$ cat config.mk
export PLATFORM = sky130hd
export DESIGN_NAME = sw_input_conditioner
export DESIGN_NICKNAME = d
export VERILOG_FILES = /design/src/rtl/sw_cond_pkg.sv /design/src/rtl/sw_debounce_bit.sv /design/src/rtl/sw_input_conditioner.sv
export SDC_FILE = /design/constraint.sdc
export NUM_CORES = 1
export LEC_CHECK = 0
export CORE_MARGIN = 4
export CORE_UTILIZATION = 30
export DETAILED_ROUTE_END_ITERATION = 10
export SYNTH_ARGS = -nofsm -noshare
export SYNTH_HDL_FRONTEND = slang
export SYNTH_HIERARCHICAL = 1
export SYNTH_SLANG_ARGS = --single-unit
$ cat constraint.sdc
create_clock -name i_clk -period 18.7 [get_ports i_clk]
set_input_delay 1.87 -clock i_clk [delete_from_list [all_inputs] [get_ports i_clk]]
set_output_delay 1.87 -clock i_clk [all_outputs]
set_load 0.02 [all_outputs]
$ cat src/rtl/sw_cond_pkg.sv
// Shared constants and width helper for the switch input conditioner.
package sw_cond_pkg;
  localparam int SW_WIDTH         = 32;
  localparam int DEF_SYNC_STAGES  = 2;
  localparam int DEF_TICK_DIV     = 50000;
  localparam int DEF_STABLE_TICKS = 10;

  // Bits needed to hold any value in 0..max_val (at least one).
  function automatic int cnt_width(input int max_val);
    return (max_val < 1) ? 1 : $clog2(max_val + 1);
  endfunction
endpackage

$ cat src/rtl/sw_debounce_bit.sv
// One switch bit: synchronizer chain plus tick-qualified debouncer.
// Optional registered edge pulses when SW_EDGE_EN is defined.
module sw_debounce_bit
  import sw_cond_pkg::*;
#(
  parameter int SYNC_STAGES  = DEF_SYNC_STAGES,
  parameter int STABLE_TICKS = DEF_STABLE_TICKS
) (
  input  logic i_clk,
  input  logic i_reset,
  input  logic i_tick,
  input  logic i_raw,
  output logic o_deb
`ifdef SW_EDGE_EN
  ,
  output logic o_rise,
  output logic o_fall
`endif
);
  localparam int CNT_W = cnt_width(STABLE_TICKS);
  localparam logic [CNT_W-1:0] CNT_LAST = CNT_W'(STABLE_TICKS - 1);

  logic [SYNC_STAGES-1:0] sync_q;
  logic [CNT_W-1:0]       cnt_q;
  logic                   deb_q;
  logic                   sync;
  logic                   diff;
  logic                   qualify;

  assign sync    = sync_q[SYNC_STAGES-1];
  assign diff    = sync != deb_q;
  assign qualify = diff && i_tick && (cnt_q == CNT_LAST);
  assign o_deb   = deb_q;

  always_ff @(posedge i_clk) begin
    if (i_reset) sync_q <= '0;
    else         sync_q <= {sync_q[SYNC_STAGES-2:0], i_raw};
  end

  // Any cycle back at the debounced level restarts qualification.
  always_ff @(posedge i_clk) begin
    if (i_reset) begin
      cnt_q <= '0;
      deb_q <= 1'b0;
    end else if (!diff) begin
      cnt_q <= '0;
    end else if (i_tick) begin
      if (qualify) begin
        deb_q <= sync;
        cnt_q <= '0;
      end else begin
        cnt_q <= cnt_q + 1'b1;
      end
    end
  end

`ifdef SW_EDGE_EN
  // Registered alongside deb_q so the pulse lines up with the output change.
  always_ff @(posedge i_clk) begin
    if (i_reset) begin
      o_rise <= 1'b0;
      o_fall <= 1'b0;
    end else begin
      o_rise <= qualify & sync;
      o_fall <= qualify & ~sync;
    end
  end
`endif
endmodule

$ cat src/rtl/sw_input_conditioner.sv
// Synchronizes and debounces the 32-bit board switch bus for the LSU.
// Define SW_EDGE_EN to add per-bit rise/fall pulse outputs.
module sw_input_conditioner
  import sw_cond_pkg::*;
#(
  parameter int SYNC_STAGES  = DEF_SYNC_STAGES,
  parameter int TICK_DIV     = DEF_TICK_DIV,
  parameter int STABLE_TICKS = DEF_STABLE_TICKS
) (
  input  logic                i_clk,
  input  logic                i_reset,
  input  logic [SW_WIDTH-1:0] i_io_sw,
  output logic [SW_WIDTH-1:0] o_sw_out
`ifdef SW_EDGE_EN
  ,
  output logic [SW_WIDTH-1:0] o_sw_rise,
  output logic [SW_WIDTH-1:0] o_sw_fall
`endif
);
  localparam int DIV_W = cnt_width(TICK_DIV - 1);
  localparam logic [DIV_W-1:0] DIV_LAST = DIV_W'(TICK_DIV - 1);

  logic [DIV_W-1:0] div_q;
  logic             tick;

  // Shared prescaler; every bit qualifies against the same tick.
  assign tick = (div_q == DIV_LAST);

  always_ff @(posedge i_clk) begin
    if (i_reset)   div_q <= '0;
    else if (tick) div_q <= '0;
    else           div_q <= div_q + 1'b1;
  end

  for (genvar b = 0; b < SW_WIDTH; b++) begin : g_bit
    sw_debounce_bit #(
      .SYNC_STAGES  (SYNC_STAGES),
      .STABLE_TICKS (STABLE_TICKS)
    ) u_bit (
      .i_clk   (i_clk),
      .i_reset (i_reset),
      .i_tick  (tick),
      .i_raw   (i_io_sw[b]),
      .o_deb   (o_sw_out[b])
`ifdef SW_EDGE_EN
      ,
      .o_rise  (o_sw_rise[b]),
      .o_fall  (o_sw_fall[b])
`endif
    );
  end
endmodule

run_1/density.png
The die is cut into 20 by 20 equal tiles; dark blue is low, red is high, 0 to 100% covered.
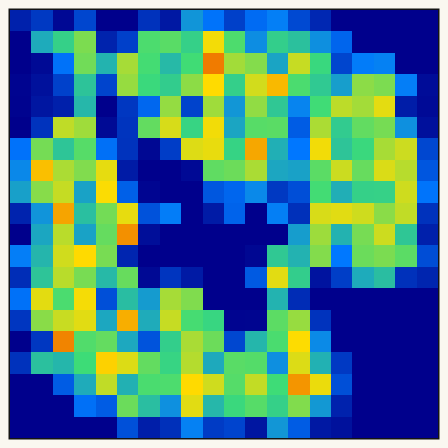
nearly empty tiles: 24%
mean over tiles: 32%
fullest tile: 86%
emptiest ninth of the die: lower right
tiles over 75% full: 3.3%

run_1/gate_families.png
Bar = 50 um.
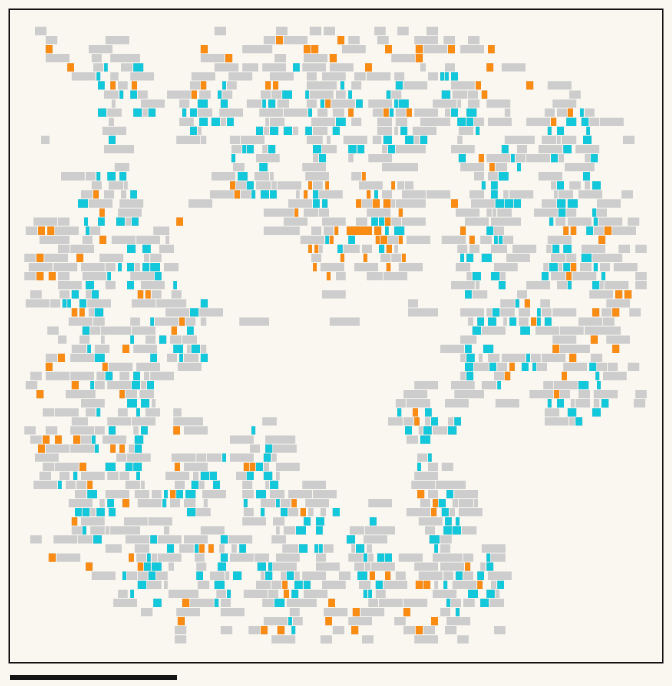
legend:
  orange:
    family: NOR gates
    cells: 156
    most_used: nor3_1
    where: widely spread
  cyan:
    family: NAND gates
    cells: 332
    most_used: nand2_1
    where: widely spread

run_1/clock_map.png
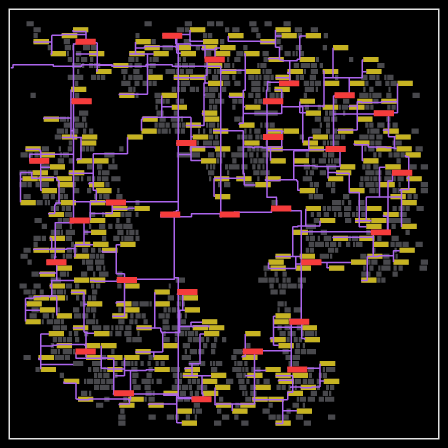
legend:
  yellow:
    item: flip-flops
    count: 240
  purple:
    item: clock wires
    length: 3370 um
  red:
    item: cells driving clock nets
    count: 29
flops lie: widely spread
routed clock nets: 30

run_1/final_congestion.png
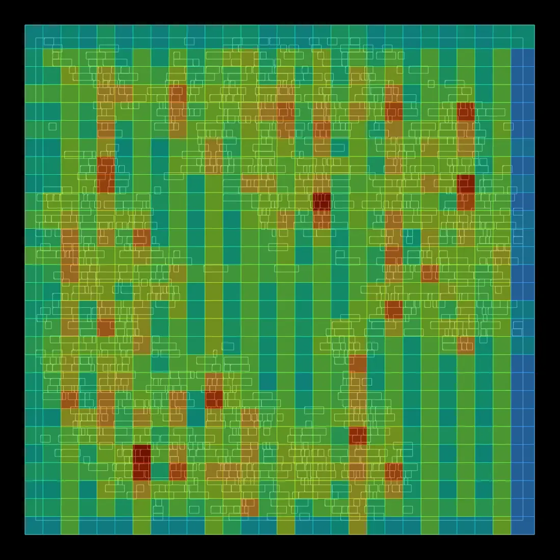
met1 Resource Use GR: 12.21%
busiest layer in global routing: met2
All-Layer GR Usage: 9.619%
global routing met3 resource utilization: 2.105%

==> impl.org, run 1 <==
* Implementation run

** Run status
- The run finished with clean final reports.

** Worst setup path
- Looking at the critical path, the single cell with the biggest stage delay is sky130_fd_sc_hd__clkdlybuf4s50_1.
- Required time worst endpoint :: 16.83 ns
- In this run the register-to-register setup slack is 15.27 ns.
- Looking at the setup timing report, the critical path kind is register to output pin.
- Setup crit end kind :: output pin
- According to the timing report, the arrival time at the worst endpoint equals 1.57 ns.
- Maximum fanout along the worst path :: 3
- Critical path startpoint category :: register
- Counting both buffers and inverters, the worst setup path holds a total of 1.

** Power
- Per report_power, the Combinational row totals 22.7 uW.
- Total power divided by cell area :: 87.86 nW/um^2
- Leakage :: 4.455 nW
- Clock network power :: 578 uW
- Sequential Power :: 521 uW
- The highest supply drop recorded on VDD is 0.06644 mV.
- Share of power burned in the clock network :: 51.5%
- The share of total power dissipated in combinational logic is 2.0%.
- Total design power :: 1.122 mW
- Sequential share of power :: 46.5%
- Top power group :: clock
- The power report shows net switching accounting for 20.48% of the total.

** Clocking
- Latency at later pin :: 0.54 ns
- Cts-stage hold buffer count :: 0
- Maximum number of buffers from clock root to sink :: 3
- CTS tree :: done
- Post-CTS setup-driven buffer insertion count :: 0
- Cts bufs inserted :: 29
- According to the CTS report, the clock sink count is 240.
- Clock root buffer master :: sky130_fd_sc_hd__clkbuf_16
- Clock transition at the registers of the reported paths :: 0.06 ns
- Post-CTS repair changed the size of 0 cells.
- In this run the number of H-tree levels came out at 1.

** Synthesis
- Main area contributors :: sky130_fd_sc_hd__dfxtp_1, sky130_fd_sc_hd__xor2_1, sky130_fd_sc_hd__ha_1
- The top cell type by area accounts for 45.64% of the synthesized area.
- Post-synthesis instance area :: 10530 um^2
- Each instance of the synthesized netlist takes up on average 9.821 um^2.
- The synthesized design contains 0 enable-type register cells.
- Count of synthesis-stage warnings from yosys :: 6
- Post-synth area from yosys stat :: 10530 um^2
- The number of cells reported by Yosys stat comes to 1072.
- Sequential cells were found to cover 45.64% of the synthesized design area.
- Yosys reports that the most numerous cell types are sky130_fd_sc_hd__dfxtp_1, sky130_fd_sc_hd__nand2_1, sky130_fd_sc_hd__xor2_1, sky130_fd_sc_hd__nand2b_1, sky130_fd_sc_hd__nor3_1.
- Net count entering floorplan :: 1171
- Per the synth stats, the flop cell with the highest instance count is sky130_fd_sc_hd__dfxtp_1.
- For this run, asynchronously set or reset flops after synthesis account for 0%.
- Post-synthesis cell count :: 1072

** Floorplanning
- Standard cell core area :: 34540 um^2
- In this run the horizontal extent of the chip is 195.3 um.
- Total die size :: 38150 um^2
- Pre-placement core utilization :: 30.48%
- Pin placement for this block handled 66 I/O pins.
- Row count :: 68
- Die Ht :: 195.3 um

** Routing
- Vias after detailed routing :: 7521
- Detail-routed net length per standard cell :: 11.36 um
- Routed vias/inst :: 4.566
- Pre-antenna DRT Iters :: 4
- Drt first-iter violations :: 272
- Final routed DRC violation total :: 0
- In the post-route report, total wirelength is listed as 18.72 mm.

** Final timing
- Post-route setup TNS :: 0 ns
- From the final report, the count of setup violators was given as 0.
- The clock period could shrink to 3.436 ns.
- Transition time at the pin with the least slew margin :: 1.087 ns
- Checking max transition, the worst relative margin is 27.51%.
- Setup repair after global routing left no endpoint under its margin.
- Number of hold violations in the final report :: 0
- Highest Clock Rate :: 291.0 MHz
- Worst Hold Margin :: 0.4335 ns
- Fin crit share :: 18.37%
- Pins over their slew limit :: 0

** Cells and area
- Non-Filler Cell Area, Final :: 12770 um^2
- The final antenna diode tally reported by the flow is 0.
- Of the cells placed in the final design, the portion with a size suffix greater than 1 is 7.466%.
- For this run, the post-layout net count is 1268.
- Top Layout Cells :: sky130_fd_sc_hd__dfxtp_1, sky130_fd_sc_hd__nand2_1, sky130_fd_sc_hd__xor2_1
- Most numerous logic cell after layout :: sky130_fd_sc_hd__dfxtp_1
- Once layout is complete, the cells apart from fillers number 1647.
- Area growth from synthesis to layout :: 21.30%
- Measured on the finished design, the core utilization comes to 36.97%.

** Global route
- Vias in the first global route :: 7380
- GRT overflow :: 0
- Initial antenna violation count :: 0

** Worst hold path
- The type recorded for the worst min-delay path is register to register.

** Placed design
- HPWL after detailed placement :: 12.00 mm
- # placed instances :: 1593
run 1: final timing paths:
check	from	end	cells past startpoint
max	g_bit[17].u_bit/o_deb$_SDFFE_PP0P_	o_sw_out[17]	1
min	g_bit[10].u_bit/sync_q[0]$_SDFF_PP0_	g_bit[10].u_bit/sync_q[1]$_SDFF_PP0_	1
max reg2reg	div_q[0]$_SDFF_PP0_	g_bit[12].u_bit/o_deb$_SDFFE_PP0P_	7
min reg2reg	g_bit[10].u_bit/sync_q[0]$_SDFF_PP0_	g_bit[10].u_bit/sync_q[1]$_SDFF_PP0_	1
run 1: cell families (layout without fill, tap and decap cells):
| kind of cell | after synthesis | after routing | synth area share (%) |
|---|---|---|---|
| simple gates | 523 | 523 | 30.25 |
| flops | 240 | 240 | 45.64 |
| xor+xnor | 110 | 110 | 9.151 |
| compound gates | 96 | 96 | 5.705 |
| fa+ha+maj | 65 | 65 | 7.725 |
| buf+inv | 38 | 158 | 1.533 |
run 1: layout make-up:
type / instances / area [um^2]
multi-input cells: 794 / 5570
flip-flops and latches: 240 / 4805
clock inverters: 13 / 158.9
fillers: 3514 / 21770
repair buffers: 68 / 670.6
clock buffers: 41 / 860.8
well taps: 455 / 569.3
inverters: 36 / 135.1
run 1: flip-flops by register name, summed over array words and instances, names as in the netlist:
signal              flops
g_bit.u_bit/o_deb      32
g_bit.u_bit/sync_q     64
div_q                  16
g_bit.u_bit/cnt_q     128
run 1: routing by layer:
metal / vias to the layer above / track usage, % / wire length, um
li1: 3908 / - / -
met1: 3484 / 12.21 / 9125
met2: 89 / 16.40 / 8345
met3: 40 / 2.105 / 710
met4: 0 / 2.922 / 534
met5: - / 0 / 0
==> run 2: changes to the inputs <==
==> constraint.sdc (replaced) <==
create_clock -name i_clk -period 3.5 [get_ports i_clk]
set_input_delay 0.35 -clock i_clk [delete_from_list [all_inputs] [get_ports i_clk]]
set_output_delay 0.35 -clock i_clk [all_outputs]
set_load 0.02 [all_outputs]
run_2/metal_stack.png
Bar = 50 um.
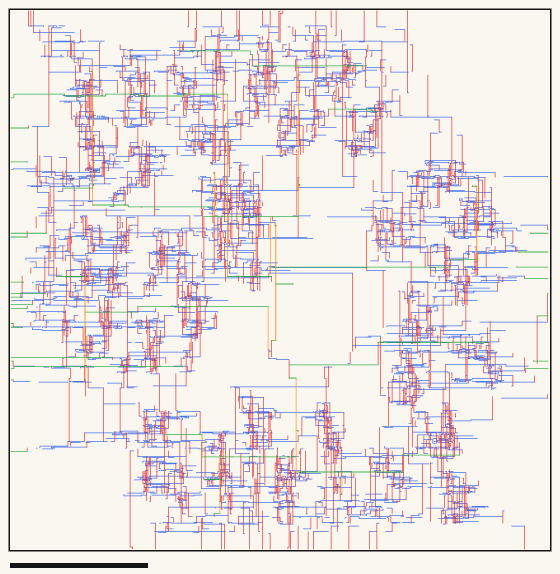
legend:
  orange:
    layer: met4
    wire_length: 394 um
  blue:
    layer: met1
    wire_length: 9220 um
  green:
    layer: met3
    wire_length: 860 um
  red:
    layer: met2
    wire_length: 8500 um

==> run 2 against run 1 <==
Worst setup slack lost 14 ns. Clock power rose to 5.1 times the previous value. Global-route usage increased by 0.31 points.
==> impl.org, run 2 <==
* Implementation run

** Run status
- Outcome :: finished, final reports clean (unchanged)

** Synthesis
- The post-synthesis compound-gate area fraction came to 5.705% (unchanged).
- The area share of and/or/nand/nor cells after synthesis came to 30.25% (unchanged).
- The fraction of synthesized area in multiplexers is 0% (unchanged).
- The top flip-flop cell by instance count after synthesis is sky130_fd_sc_hd__dfxtp_1 (unchanged).
- Post-synthesis instance area :: 10530 um^2 (unchanged)
- The count of yosys warnings during synthesis is 6 (unchanged).
- The sequential element share of the synthesized area is 45.64% (unchanged).
- Main area contributors: sky130_fd_sc_hd__dfxtp_1, sky130_fd_sc_hd__xor2_1, sky130_fd_sc_hd__ha_1 (unchanged).
- Dominant non-sequential cell family after synthesis :: simple AND/OR/NAND/NOR gates (unchanged)
- Mean cell area of the mapped netlist :: 9.821 um^2 (unchanged)
- The synthesis-stage register bit count came to 240 (unchanged).
- Top-area cell share :: 45.64% (unchanged)
- Distinct lib cells :: 24 (unchanged)
- Largest area contributor in the synthesized netlist :: sky130_fd_sc_hd__dfxtp_1 (unchanged)
- The proportion of synthesized flip-flops having asynchronous set or reset came to 0% (unchanged).
- Post-synth area from yosys stat :: 10530 um^2 (unchanged)
- Arithmetic-cell share of the synthesized area counting full adders, half adders and majority gates :: 7.725% (unchanged)
- The most common cell in the netlist was sky130_fd_sc_hd__dfxtp_1 (unchanged).
- The post-synth tally of flip-flops with integrated enable came to 0 (unchanged).
- Synth cell count leaders: sky130_fd_sc_hd__dfxtp_1, sky130_fd_sc_hd__nand2_1, sky130_fd_sc_hd__xor2_1, sky130_fd_sc_hd__nand2b_1, sky130_fd_sc_hd__nor3_1 (unchanged).
- The synthesized netlist cell count is 1072 (unchanged).
- Net count entering floorplan :: 1171 (unchanged)
- The parity-gate share of the synthesized area counting xor and xnor cells came to 9.151% (unchanged).
- The cell total in the yosys stat output came to 1072 (unchanged).

** Clocking
- The CTS buffer count came to 29 (unchanged).
- The clock transition at the registers of the reported paths came to 0.06 ns (about the same).
- Resize count post-CTS :: 0 (unchanged)
- Clock root buffer master :: sky130_fd_sc_hd__clkbuf_16 (unchanged)
- The total clock sinks is 240 (unchanged).
- Cts-stage hold buffer count :: 0 (unchanged)
- The number of buffers between clock root and the deepest sink came to 3 (unchanged).
- The number of setup buffers added after CTS was 0 (unchanged).
- The number of H-tree levels was 1 (unchanged).
- CTS tree :: done (unchanged)
- The later-pin clock latency in the skew report was 0.54 ns (about the same).

** Floorplanning
- Top-level port count :: 66 (unchanged)
- The horizontal die dimension is 195.3 um (unchanged).
- Total die size :: 38150 um^2 (unchanged)
- Row count :: 68 (unchanged)
- Pre-placement core utilization :: 30.48% (unchanged)
- The standard cell core area came to 34540 um^2 (unchanged).
- Die Ht :: 195.3 um (unchanged)

** Final timing
- The relative slew slack came to 63.03% (was 27.51%).
- The worst path uses 69.45% of the clock period.
- The max-slew violation count was 0 (unchanged).
- Min Clock Period, post-route :: 2.431 ns
- The final hold slack is 0.2760 ns (was 0.4335 ns).
- Transition time at the pin with the least slew margin :: 0.5545 ns (was 1.087 ns)
- The final hold violation count was 0 (unchanged).
- The final clock skew was 0.01494 ns (was 0.03019 ns).
- Setup repair after global routing missed its margin :: false (unchanged)
- The sum of negative setup slack is 0 ns (unchanged).
- Highest Clock Rate :: 411.4 MHz
- The worst-case setup margin in the final layout was 1.069 ns (was 15.26 ns).
- The total of endpoints with negative setup slack in the final report came to 0 (unchanged).

** Placed design
- The worst setup timing slack at the placement stage came to 0.9804 ns (was 14.91 ns).
- The final weighted congestion of routability-driven global placement came to 0.7446 (was 0.7473).
- The number of placed cells counting well taps was 1596 (was 1593).
- The count of port buffers added during placement is 65 (unchanged).
- Post-detailed-placement cell area :: 11850 um^2 (was 11750 um^2)
- The half-perimeter wire length after placement is 12.30 mm (was 12.00 mm).

** Worst setup path
- Depth of the worst register-to-register path :: 6 (was 7)
- Setup crit end kind :: register (was output pin)
- The type of origin of the critical path was a register (unchanged).
- Arrival time reported for the critical path endpoint :: 2.84 ns (was 1.57 ns)
- The kind of critical path is register to register (was register to output pin).
- The largest driver fanout on the critical path was 97 (was 3).
- Required time worst endpoint :: 3.91 ns (was 16.83 ns)

** Cells and area
- The number of flip-flops in the largest register is 128 (unchanged).
- Most numerous logic cell after layout :: sky130_fd_sc_hd__dfxtp_1 (unchanged)
- Top Layout Cells: sky130_fd_sc_hd__dfxtp_1, sky130_fd_sc_hd__nand2_1, sky130_fd_sc_hd__xor2_1 (unchanged).
- Filler instances :: 3525 (was 3514)
- Antenna diode count :: 0 (unchanged)
- The register ranked first by flip-flop count is g_bit.u_bit/cnt_q (unchanged).
- Post-layout utilization of the core :: 37.00% (was 36.97%)
- The final standard cell count with taps included and fillers excluded came to 1650 (was 1647).
- Non-Filler Cell Area, Final :: 12780 um^2 (was 12770 um^2)
- The layout overhead on the synthesized area was 21.40% (was 21.30%).
- The fraction of final layout cells sized beyond drive strength 1 came to 7.615% (was 7.466%).
- Count of nets after finishing :: 1271 (was 1268)

** Power
- The internal power consumption came to 4.593 mW (was 892.2 uW).
- The clock network fraction of total power came to 50.0% (was 51.5%).
- Sw Ratio :: 21.23% (was 20.48%)
- Total net switching power :: 1.238 mW (was 229.8 uW)
- Total power divided by cell area :: 456.2 nW/um^2 (was 87.86 nW/um^2)
- The power in sequential cells came to 2.79 mW (was 521 uW).
- The clock network power is 2.92 mW (was 578 uW).
- The reported leakage power was 4.441 nW (was 4.455 nW).
- Sequential share of power :: 47.8% (was 46.5%)
- The combinational power share is 2.2% (was 2.0%).
- The power of the combinational group came to 127 uW (was 22.7 uW).
- Total design power :: 5.831 mW (was 1.122 mW)
- The largest power group is clock (unchanged).
- IR Drop Worst-Case VDD :: 0.3163 mV (was 0.06644 mV)

** Global route
- The number of antenna violations at the first check in global routing was 0 (unchanged).
- The pin count of the biggest net entering global routing was 98 (was 128).
- The via count of the first global-routing pass was 7420 (was 7380).
- The total congestion overflow is 0 (unchanged).
- The global-route usage over all layers came to 9.931% (was 9.619%).

** Worst hold path
- The class of the most critical hold timing path is input pin to register (was register to register).
- Cell depth of the worst min-delay path :: 2 (was 1)

** Routing
- The via count came to 7501 (was 7521).
- The average wire per standard cell is 11.50 um (was 11.36 um).
- Total length of routed wires :: 18.97 mm (was 18.72 mm)
- The mean number of vias per cell is 4.546 (was 4.566).
- Pre-antenna DRT Iters :: 4 (unchanged)
- Final routed DRC violation total :: 0 (unchanged)
- Drt first-iter violations :: 277 (was 272)
- The post-detailed-route count of antenna-violating nets is 0 (unchanged).

** Job
- Log Warnings :: 59 (was 62)
run_2/gate_families.png
Bar = 50 um.
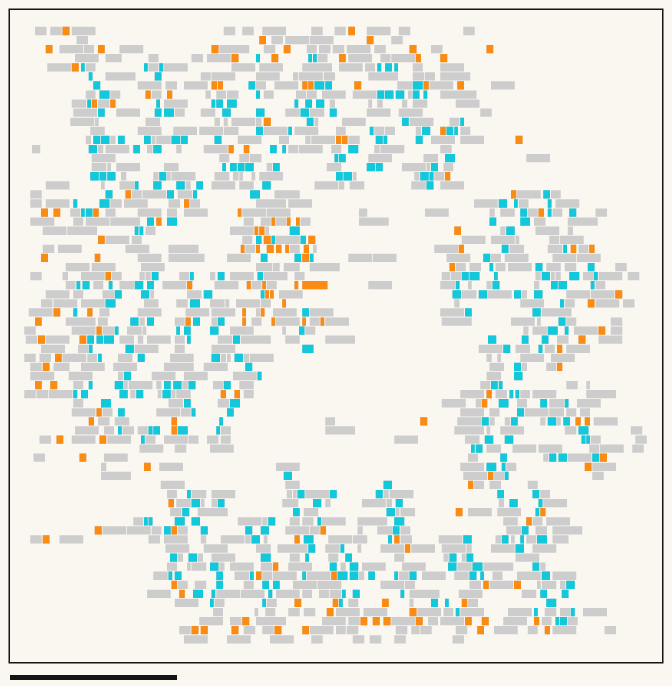
legend:
  cyan:
    family: NAND gates
    cells: 332
    most_used: nand2_1
    where: widely spread
  orange:
    family: NOR gates
    cells: 156
    most_used: nor3_1
    where: widely spread

[run 2: critical path, stage by stage, from the launching register on]
cell	delay, ns
sky130_fd_sc_hd__dfxtp_1	0.37
sky130_fd_sc_hd__ha_1	0.22
sky130_fd_sc_hd__nand3_2	0.21
sky130_fd_sc_hd__nor4_4	0.57
sky130_fd_sc_hd__buf_12	0.35
sky130_fd_sc_hd__or2_1	0.47
sky130_fd_sc_hd__nor2_1	0.08
[run 2: layout make-up]
cell class | instances | area [um^2] | area share, %
clock buffer | 40 | 807.0 | 6.314
multi-input combinational | 794 | 5579 | 43.65
inverter | 36 | 135.1 | 1.057
sequential | 240 | 4806 | 37.60
tap | 455 | 569.3 | 4.454
timing repair buffer | 71 | 755.7 | 5.913
clock inverter | 14 | 128.9 | 1.008
[run 2: cell families after synthesis]
family / count (synthesis)
AND/OR/NAND/NOR: 523
flip-flops: 240
XOR/XNOR: 110
AND-OR/OR-AND: 96
adder cells (fa/ha/maj): 65
buffers and inverters: 38
[run 2: worst paths after layout]
kind                                             from  slack, ns                                    to
setup / recovery                  div_q[0]$_SDFF_PP0_       1.07                  div_q[10]$_SDFF_PP0_
hold / removal                                i_reset       0.28  g_bit[24].u_bit/sync_q[0]$_SDFF_PP0_
setup reg to reg                  div_q[0]$_SDFF_PP0_       1.07                  div_q[10]$_SDFF_PP0_
hold reg to reg   g_bit[1].u_bit/sync_q[0]$_SDFF_PP0_       0.43   g_bit[1].u_bit/sync_q[1]$_SDFF_PP0_
[run 2: per-layer routing]
layer	GRT usage, %	vias up	share of wire (%)
met5	0	-	0
met4	2.664	0	2.1
met3	2.364	33	4.5
met2	16.79	74	45
met1	12.76	3479	49
li1	-	3915	-
==> run 3: changes to the inputs <==
==> constraint.sdc (replaced) <==
create_clock -name i_clk -period 2.34 [get_ports i_clk]
set_input_delay 0.234 -clock i_clk [delete_from_list [all_inputs] [get_ports i_clk]]
set_output_delay 0.234 -clock i_clk [all_outputs]
set_load 0.02 [all_outputs]
run_3/density.png
The die is cut into 20 by 20 equal tiles; dark blue is low, red is high, 0 to 100% covered.
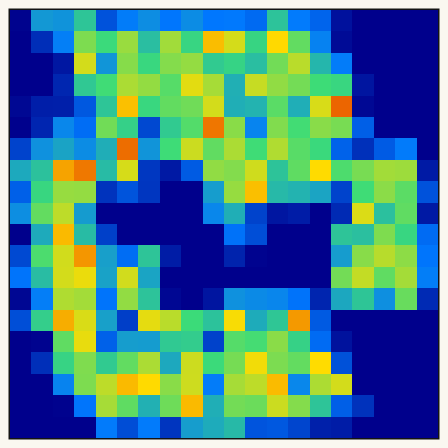
densest ninth of the die: top center
nearly empty tiles: 25%
emptiest ninth of the die: lower right
mean over tiles: 32%
tiles over 75% full: 4.8%
fullest tile: 89%

==> run 3 against run 2 <==
Die size did not move. Cell area is 1.2% higher. Clock power grew 57%. Area after synthesis stayed put. Via count grew 1.5%. Fmax grew 12%. Final cell count up 0.67%. Critical path depth rose by 1. Synthesized cell count unchanged.
==> impl.org, run 3 <==
* Implementation run

** Clocking
- Clock sinks :: 240 (unchanged)
- The clock transition at the registers of the reported paths is 0.06 ns (about the same).
- The number of gates resized after cts is 0 (unchanged).
- Clock root buffer master :: sky130_fd_sc_hd__clkbuf_16 (unchanged)
- CTS tree :: done (unchanged)
- The later-pin clock latency in the skew report was 0.54 ns (about the same).
- H-tree lvl count :: 1 (unchanged)
- Cts bufs inserted :: 29 (unchanged)

** Worst setup path
- Delay-heaviest family, CP :: simple AND/OR/NAND/NOR gates (unchanged)
- Critical-path top delay cell :: sky130_fd_sc_hd__or4b_4 (was sky130_fd_sc_hd__nor4_4)
- Required time worst endpoint :: 2.77 ns (was 3.91 ns)
- Setup crit end kind :: register (unchanged)
- The largest driver fanout on the critical path is 40 (was 97).
- The worst reg2reg path endpoint was g_bit[21].u_bit/cnt_q[1]$_SDFFE_PP0P_ (was div_q[10]$_SDFF_PP0_).
- The arrival time of data at the critical path endpoint was 2.60 ns (was 2.84 ns).
- Critical path startpoint category :: register (unchanged)
- Minimum setup slack among reg-to-reg paths :: 0.16 ns (was 1.07 ns)

** Cells and area
- Top Layout Cells: sky130_fd_sc_hd__dfxtp_1, sky130_fd_sc_hd__nand2_1, sky130_fd_sc_hd__xor2_1 (unchanged).
- The count of inserted antenna diode cells came to 0 (unchanged).
- The end-of-flow core utilization is 37.44% (was 37.00%).
- Top reg by flops :: g_bit.u_bit/cnt_q (unchanged)
- The number of flip-flops in the largest register was 128 (unchanged).
- Most numerous logic cell after layout :: sky130_fd_sc_hd__dfxtp_1 (unchanged)
- Proportion of layout cells with a drive suffix above 1 :: 8.706% (was 7.615%)
- The layout overhead on the synthesized area is 22.86% (was 21.40%).

** Power
- Share of power burned in the clock network :: 51.2% (was 50.0%)
- The power density over the cells is 690.3 nW/um^2 (was 456.2 nW/um^2).
- Total design power :: 8.928 mW (was 5.831 mW)
- The clock network power is 4.57 mW (was 2.92 mW).
- Internal Dissipation :: 7.092 mW (was 4.593 mW)
- The net switching component of the power was 1.836 mW (was 1.238 mW).
- Leakage :: 4.527 nW (was 4.441 nW)
- The power of the combinational group is 191 uW (was 127 uW).
- Sw Ratio :: 20.56% (was 21.23%)
- Top power group :: clock (unchanged)
- The sequential cell fraction of total power came to 46.7% (was 47.8%).

** Placed design
- The number of placed cells counting well taps came to 1607 (was 1596).
- GPL Wtd Cong :: 0.7544 (was 0.7446)
- Number of buffer cells added on primary ports :: 65 (unchanged)

** Final timing
- Setup repair after global routing missed its margin: false (unchanged).
- The maximum clock frequency was 459.4 MHz (was 411.4 MHz).
- Fin crit share :: 93.02% (was 69.45%)
- Min Clock Period, post-route :: 2.177 ns (was 2.431 ns)
- Number of hold violations in the final report :: 0 (unchanged)

** Synthesis
- Xor/xnor share of the synthesized area :: 9.151% (unchanged)
- Mean cell area of the mapped netlist :: 9.821 um^2 (unchanged)
- Post-synthesis cell count :: 1072 (unchanged)
- The post-synth tally of flip-flops with integrated enable was 0 (unchanged).
- The count of yosys warnings during synthesis is 6 (unchanged).
- Fraction of synthesis flops using an asynchronous set or reset pin :: 0% (unchanged)
- Sequential share of the synthesized area :: 45.64% (unchanged)
- Main area contributors :: sky130_fd_sc_hd__dfxtp_1, sky130_fd_sc_hd__xor2_1, sky130_fd_sc_hd__ha_1 (unchanged)
- The tally of unique sky130hd cells used after synthesis is 24 (unchanged).
- Net count entering floorplan :: 1171 (unchanged)
- Area fraction in compound gates after synthesis :: 5.705% (unchanged)
- Simple-gate share of the synthesized area :: 30.25% (unchanged)
- Synth cell count leaders: sky130_fd_sc_hd__dfxtp_1, sky130_fd_sc_hd__nand2_1, sky130_fd_sc_hd__xor2_1, sky130_fd_sc_hd__nand2b_1, sky130_fd_sc_hd__nor3_1 (unchanged).
- The cell total in the yosys stat output is 1072 (unchanged).
- Dominant non-sequential cell family after synthesis :: simple AND/OR/NAND/NOR gates (unchanged)

** Routing
- Routed vias/inst :: 4.586 (was 4.546)
- Final ANT Viol Nets :: 0 (unchanged)
- The routed wire length came to 18.70 mm (was 18.97 mm).
- Final routed DRC violation total :: 0 (unchanged)

** Run status
- Outcome: finished, final reports clean (unchanged).

** Worst hold path
- The class of the most critical hold timing path is input pin to register (unchanged).
- Startpoint of the most critical hold path :: i_reset (unchanged)

** Floorplanning
- The die outline area came to 38150 um^2 (unchanged).
- Die outline width :: 195.3 um (unchanged)
- Die Ht :: 195.3 um (unchanged)
- Row count :: 68 (unchanged)

** Global route
- GRT overflow :: 0 (unchanged)
run_3/final_congestion.png
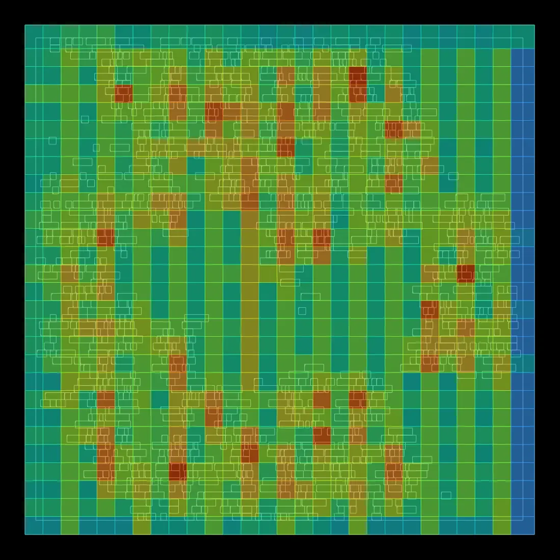
detail-routed net length per standard cell: 11.26 um
All-Layer GR Usage: 9.650%
met2 Use GR: 16.17%
global routing met3 resource utilization: 2.312%

run 3: how the worst max path moves through the flow:
stage / from / to / slack [ns]
after floorplan: div_q[10]$_SDFF_PP0_ / g_bit[0].u_bit/cnt_q[1]$_SDFFE_PP0P_ / -4.33
after global routing: div_q[11]$_SDFF_PP0_ / g_bit[28].u_bit/cnt_q[3]$_SDFFE_PP0P_ / 0.007
final: div_q[11]$_SDFF_PP0_ / g_bit[21].u_bit/cnt_q[1]$_SDFFE_PP0P_ / 0.16
after detailed placement: div_q[11]$_SDFF_PP0_ / g_bit[21].u_bit/cnt_q[1]$_SDFFE_PP0P_ / 0.16
after global placement: div_q[11]$_SDFF_PP0_ / g_bit[6].u_bit/o_deb$_SDFFE_PP0P_ / 0.19
after CTS: div_q[11]$_SDFF_PP0_ / g_bit[28].u_bit/cnt_q[3]$_SDFFE_PP0P_ / 0.15
run 3: routing by layer:
| layer | vias up | global-route usage (%) | routed length, um |
|---|---|---|---|
| met2 | 83 | 16.17 | 8429 |
| li1 | 3940 | - | - |
| met3 | 29 | 2.312 | 817 |
| met5 | - | 0 | 0 |
| met1 | 3565 | 12.35 | 9045 |
| met4 | 0 | 2.974 | 407 |
run 3: per-stage QoR:
step	setup TNS, ns	cell area [um^2]	hold slack (ns)	worst slack, ns
3_5_place_dp	0	11940	0.4204	0.1571
2_1_floorplan	-747.65	10550	0.2964	-4.331
3_3_place_gp	0	11940	0.4164	0.1925
6_report	0	12930	0.1036	0.1632
4_1_cts	0	12930	0.07809	0.1479
5_1_grt	0	12930	0.09227	0.006830
run 3: area by class of cell:
cell class	instances	area share (%)
clock inverter	17	1.528
multi-input combinational	794	43.14
clock buffer	37	6.153
inverter	36	1.045
tap	455	4.402
sequential	240	37.16
timing repair buffer	82	6.578
Power figures rest on the tool's default switching activity, not on a simulated workload.
